===== src/rtl/tex_cache_fill_ctrl.sv =====
// Fill/lookup sequencer for a 4-bank texture cache: tag compare, victim pick,
// burst line fetch from memory and hit/bank response with LRU access pulse.
module tex_cache_fill_ctrl #(
  parameter int unsigned ADDR_W     = 16,
  parameter int unsigned DATA_W     = 32,
  parameter int unsigned LINE_WORDS = 4
) (
  input  logic                                  clk,
  input  logic                                  rst,
  input  logic                                  flush,
  input  logic                                  req_valid,
  output logic                                  req_ready,
  input  logic [ADDR_W-1:0]                     req_addr,
  output logic                                  rsp_valid,
  input  logic                                  rsp_ready,
  output logic                                  rsp_hit,
  output logic [3:0]                            rsp_bank,
  input  logic [3:0]                            lru,
  output logic                                  lru_read_en,
  output logic [3:0]                            lru_bank_hit,
  output logic                                  mem_req,
  output logic [ADDR_W-$clog2(LINE_WORDS)-1:0]  mem_addr,
  input  logic                                  mem_ack,
  input  logic                                  mem_rvalid,
  input  logic [DATA_W-1:0]                     mem_rdata,
  output logic                                  fill_we,
  output logic [3:0]                            fill_bank,
  output logic [$clog2(LINE_WORDS)-1:0]         fill_word,
  output logic [DATA_W-1:0]                     fill_data
);

  localparam int unsigned OFF_W  = $clog2(LINE_WORDS);
  localparam int unsigned LINE_W = ADDR_W - OFF_W;
  localparam int unsigned CNT_W  = OFF_W + 1;

  typedef enum logic [2:0] {
    IDLE,
    LOOKUP,
    MREQ,
    FILL,
    RESP
  } state_t;

  state_t              state, state_n;
  logic [LINE_W-1:0]   tag [4];
  logic [LINE_W-1:0]   tag_n [4];
  logic [3:0]          valid, valid_n;
  logic [LINE_W-1:0]   line, line_n;
  logic [3:0]          victim, victim_n;
  logic [CNT_W-1:0]    cnt, cnt_n;
  logic                rsp_hit_q, rsp_hit_n;
  logic [3:0]          rsp_bank_q, rsp_bank_n;
  logic                lru_en_q, lru_en_n;
  logic [3:0]          match;
  logic [3:0]          invalid;
  logic [3:0]          first_inv;

  // Word offset bits select a word inside the line and are not part of the tag.
  logic unused_off;
  assign unused_off = &{1'b0, req_addr[OFF_W-1:0]};

  // Tag compare against every bank.
  always_comb begin
    match = '0;
    for (int i = 0; i < 4; i++) begin
      match[i] = valid[i] && (tag[i] == line);
    end
  end

  // Lowest-index invalid bank: isolate the lowest set bit of ~valid.
  assign invalid   = ~valid;
  assign first_inv = invalid & (4'(~invalid) + 4'd1);

  // Next-state and datapath update.
  always_comb begin
    state_n    = state;
    tag_n      = tag;
    valid_n    = valid;
    line_n     = line;
    victim_n   = victim;
    cnt_n      = cnt;
    rsp_hit_n  = rsp_hit_q;
    rsp_bank_n = rsp_bank_q;
    unique case (state)
      IDLE: begin
        if (flush) begin
          valid_n = '0;
        end else if (req_valid) begin
          line_n  = req_addr[ADDR_W-1:OFF_W];
          state_n = LOOKUP;
        end
      end
      LOOKUP: begin
        if (|match) begin
          rsp_bank_n = match;
          rsp_hit_n  = 1'b1;
          state_n    = RESP;
        end else begin
          victim_n = (|invalid) ? first_inv : lru;
          valid_n  = valid & ~victim_n;
          state_n  = MREQ;
        end
      end
      MREQ: begin
        if (mem_ack) begin
          cnt_n   = '0;
          state_n = FILL;
        end
      end
      FILL: begin
        if (mem_rvalid) begin
          cnt_n = cnt + CNT_W'(1);
          if (cnt == CNT_W'(LINE_WORDS - 1)) begin
            for (int i = 0; i < 4; i++) begin
              if (victim[i]) tag_n[i] = line;
            end
            valid_n    = valid | victim;
            rsp_bank_n = victim;
            rsp_hit_n  = 1'b0;
            state_n    = RESP;
          end
        end
      end
      RESP: begin
        if (rsp_ready) state_n = IDLE;
      end
      default: state_n = IDLE;
    endcase
    lru_en_n = (state != RESP) && (state_n == RESP);
  end

  always_ff @(posedge clk or posedge rst) begin
    if (rst) begin
      state      <= IDLE;
      for (int i = 0; i < 4; i++) tag[i] <= '0;
      valid      <= '0;
      line       <= '0;
      victim     <= '0;
      cnt        <= '0;
      rsp_hit_q  <= 1'b0;
      rsp_bank_q <= '0;
      lru_en_q   <= 1'b0;
    end else begin
      state      <= state_n;
      tag        <= tag_n;
      valid      <= valid_n;
      line       <= line_n;
      victim     <= victim_n;
      cnt        <= cnt_n;
      rsp_hit_q  <= rsp_hit_n;
      rsp_bank_q <= rsp_bank_n;
      lru_en_q   <= lru_en_n;
    end
  end

  // Output decode from registered state; fill path passes memory beats through.
  assign req_ready    = (state == IDLE) && !flush;
  assign rsp_valid    = (state == RESP);
  assign rsp_hit      = rsp_hit_q;
  assign rsp_bank     = rsp_bank_q;
  assign lru_read_en  = lru_en_q;
  assign lru_bank_hit = lru_en_q ? rsp_bank_q : 4'b0000;
  assign mem_req      = (state == MREQ);
  assign mem_addr     = line;
  assign fill_we      = (state == FILL) && mem_rvalid;
  assign fill_bank    = fill_we ? victim : 4'b0000;
  assign fill_word    = fill_we ? cnt[OFF_W-1:0] : '0;
  assign fill_data    = fill_we ? mem_rdata : '0;

endmodule

===== config.mk =====
export PLATFORM = sky130hd
export DESIGN_NAME = tex_cache_fill_ctrl
export DESIGN_NICKNAME = d
export VERILOG_FILES = /design/src/rtl/tex_cache_fill_ctrl.sv
export SDC_FILE = /design/constraint.sdc
export NUM_CORES = 1
export LEC_CHECK = 0
export ABC_AREA = 1
export CAP_MARGIN = 20
export CELL_PAD_IN_SITES_DETAIL_PLACEMENT = 0
export CELL_PAD_IN_SITES_GLOBAL_PLACEMENT = 1
export CORE_MARGIN = 2
export CORE_UTILIZATION = 31
export DETAILED_ROUTE_END_ITERATION = 10
export GPL_ROUTABILITY_DRIVEN = 0
export MAX_ROUTING_LAYER = met4
export PLACE_DENSITY_LB_ADDON = 0.1
export SLEW_MARGIN = 25
export SYNTH_ARGS = -nofsm -noshare
export SYNTH_HDL_FRONTEND = slang
export SYNTH_SLANG_ARGS = --single-unit
export TNS_END_PERCENT = 30

===== constraint.sdc =====
create_clock -name clk -period 3.2 [get_ports clk]
set_clock_uncertainty 0.15 [all_clocks]
set_input_delay 0.64 -clock clk [delete_from_list [all_inputs] [get_ports clk]]
set_output_delay 0.64 -clock clk [all_outputs]
set_load 0.01 [all_outputs]

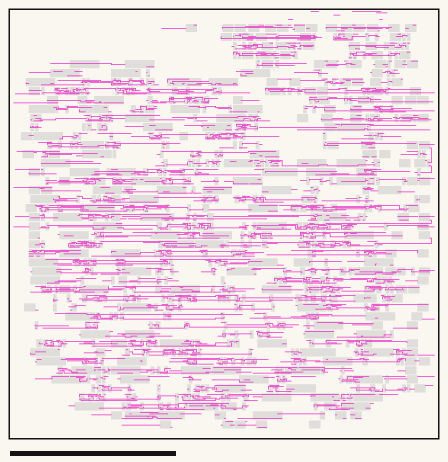
met1.png
The bar under the picture is 50 um long.
780 nets have wire on it. The wires run mostly horizontal. The layer holds 47% of the routed length. The layer carries 7000 um of wire. The longest straight run is 46.9 um.
DR vias: 4597
met1 usage: 25.7%
final WL: 14900 um

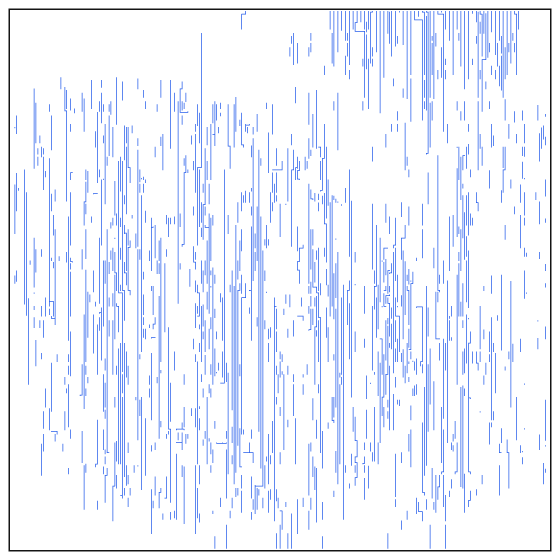
met2.png
The layer carries 6960 um of wire. The wires run mostly vertical. The longest straight run is 67.3 um.
M2 GR Usage: 29.0%

==> results.yml <==
# synthesis and place-and-route metrics
synthesis:
  syn-cell-area_um2: 4860
  yosys.stat.seqShare_pct: 46.4
  area_leaders: "dfrtp_1 (46%), nand2_1 (17%), nor2_1 (7.2%)"
  flop_cell: "dfrtp_1"
  syn_nets: 746
  yosys.cell_types.count: 29
  synth-seq-cells: 90
  async_reset_ff_share_pct: 100
  synth-edff-count: 0
final_timing:
  slew_violations: 0
  min_period_ns: 2.99
  rsz0062_at_grt: "false"
  finalSetupTns_ns: 0
  hold_viol: 0
  timing.fmax_ghz: 0.335
  whs_ns: 0.322
  fin_ws_ns: 0.211
finish:
  syn_to_final_growth_pct: 36.4
  final_nets: 866
grt:
  grt_pass1_wl_um: 23300
  antenna_found_initial: 0
  grt.total_usage_pct: 19.0
worst_setup_path:
  critPathMaxFanout: 37
  worstPathRequired_ns: 2.41
  cp-start-kind: "register"
  reg2reg_from: "mem_addr[7]$_DFFE_PP0P_"
  r2r-end: "valid[0]$_DFFE_PP0P_"
  r2r_cells: 12
  r2r_setup_slack_ns: 1.02
routing:
  drtAntennaViolNets: 0
  drc: 0
  drt_iter0_drc: 269
  avgViaCountPerCell: 4.51
  wl_per_cell_um: 14.6
clock_network:
  ctsLongestPathBuffers: 2
  post_cts_buffers: 0
  cts_made_buffers: 9
  h-tree-depth: 3
  clkTransAtPathRegs_ns: 0.06
place:
  portBuffers: 122
min_path:
  hp-class: "register to register"
  worstHoldStart: "victim[1]$_DFFE_PP0P_"
run_status:
  outcome: "complete, no violations"
floorplanning:
  io_pins: 125
  die_x_um: 129
power_and_ir_drop:
  ir_drop_mv: 0.330
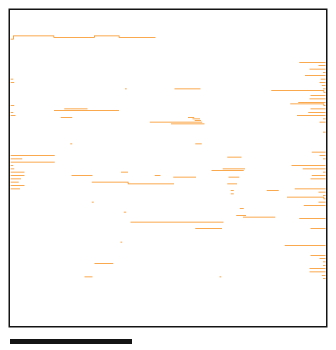
met3.png
The bar under the picture is 50 um long.
The layer holds 4.5% of the routed length. 83 nets have wire on it.
met3 usage: 2.77%

-- cell type report --
| cell class | count | area (um^2) | area share, % |
|---|---|---|---|
| Clock inverter | 4 | 76.3 | 1.15 |
| Timing Repair Buffer | 128 | 1290 | 19.5 |
| Sequential cell | 90 | 2250 | 34.0 |
| Tap cell | 211 | 264 | 3.98 |
| Clock buffer | 11 | 243 | 3.66 |
| Multi-Input combinational cell | 472 | 2110 | 31.8 |
| Inverter | 104 | 392 | 5.91 |
-- power breakdown --
group	switching (mW)	internal [mW]	leakage (nW)
clock network	0.450	0.703	0.152
registers	0.319	1.42	1.19
logic	1.07	0.765	1.78
-- per-stage QoR --
| stage | instance area (um^2) | std cells | total power, mW |
|---|---|---|---|
| after floorplan | 4860 | 685 | 2.81 |
| after global placement | 6310 | 1005 | 3.59 |
| after detailed placement | 6310 | 1005 | 3.60 |
| after CTS | 6630 | 1020 | 4.79 |
| after global routing | 6630 | 1020 | 5.10 |
| final | 6630 | 1020 | 4.72 |
-- per-layer routing --
metal	share of wire [%]	GRT usage (%)	vias up	routed length (um)
li1	-	-	2333	-
met2	47	29.0	117	6960
met3	4.5	2.77	20	665
met1	47	25.7	2127	7000
met4	1.9	6.78	0	277
met5	0	-	-	0
-- registers in the layout, indices dropped and copies added (netlist names) --
signal / cells
mem_addr: 14
victim: 4
rsp_bank: 4
valid: 4
cnt: 3
lru_read_en: 1
rsp_hit: 1
tag: 56
state: 3
-- cells in the final DEF (no fill, tap or decap), types with 2 or more instances in the layout --
cell / instances
a21oi_1: 18
a221oi_1: 2
buf_12: 2
buf_4: 4
bufinv_16: 2
clkbuf_16: 9
clkdlybuf4s50_1: 122
dfrtp_1: 90
ha_1: 2
inv_1: 83
inv_2: 20
nand2_1: 226
nand2_2: 11
nand3_1: 14
nand3_2: 3
nor2_1: 93
nor2_2: 5
nor3_2: 2
o21ai_0: 19
o21ai_1: 59
o21bai_1: 2
xnor2_1: 8
-- critical path, cell delays in order (launching register included) --
cell	delay, ns
dfrtp_1	0.41
inv_2	0.08
nand2_2	0.13
nor2_8	0.20
nand2_2	0.15
buf_12	0.20
nor2_1	0.11
clkdlybuf4s50_1	0.56
-- worst min-delay path by stage --
stage	slack, ns	end	depth (start not counted)
after detailed placement	0.32	victim[1]$_DFFE_PP0P_	2
after global placement	0.32	rsp_hit$_DFFE_PP0P_	2
after CTS	0.33	victim[1]$_DFFE_PP0P_	2
after floorplan	0.29	victim[1]$_DFFE_PP0P_	2
after global routing	0.36	rsp_hit$_DFFE_PP0P_	2
final	0.32	victim[1]$_DFFE_PP0P_	2
-- cells by family (layout without fill, tap and decap cells) --
family	count (synthesis)	after routing	share of synthesized area [%]
xor+xnor	8	8	1.44
compound gates	104	104	11.3
fa+ha+maj	2	2	0.515
flops	90	90	46.4
simple gates	358	358	30.1
buf+inv	123	247	10.3
Power is estimated from default activity; no workload was simulated.
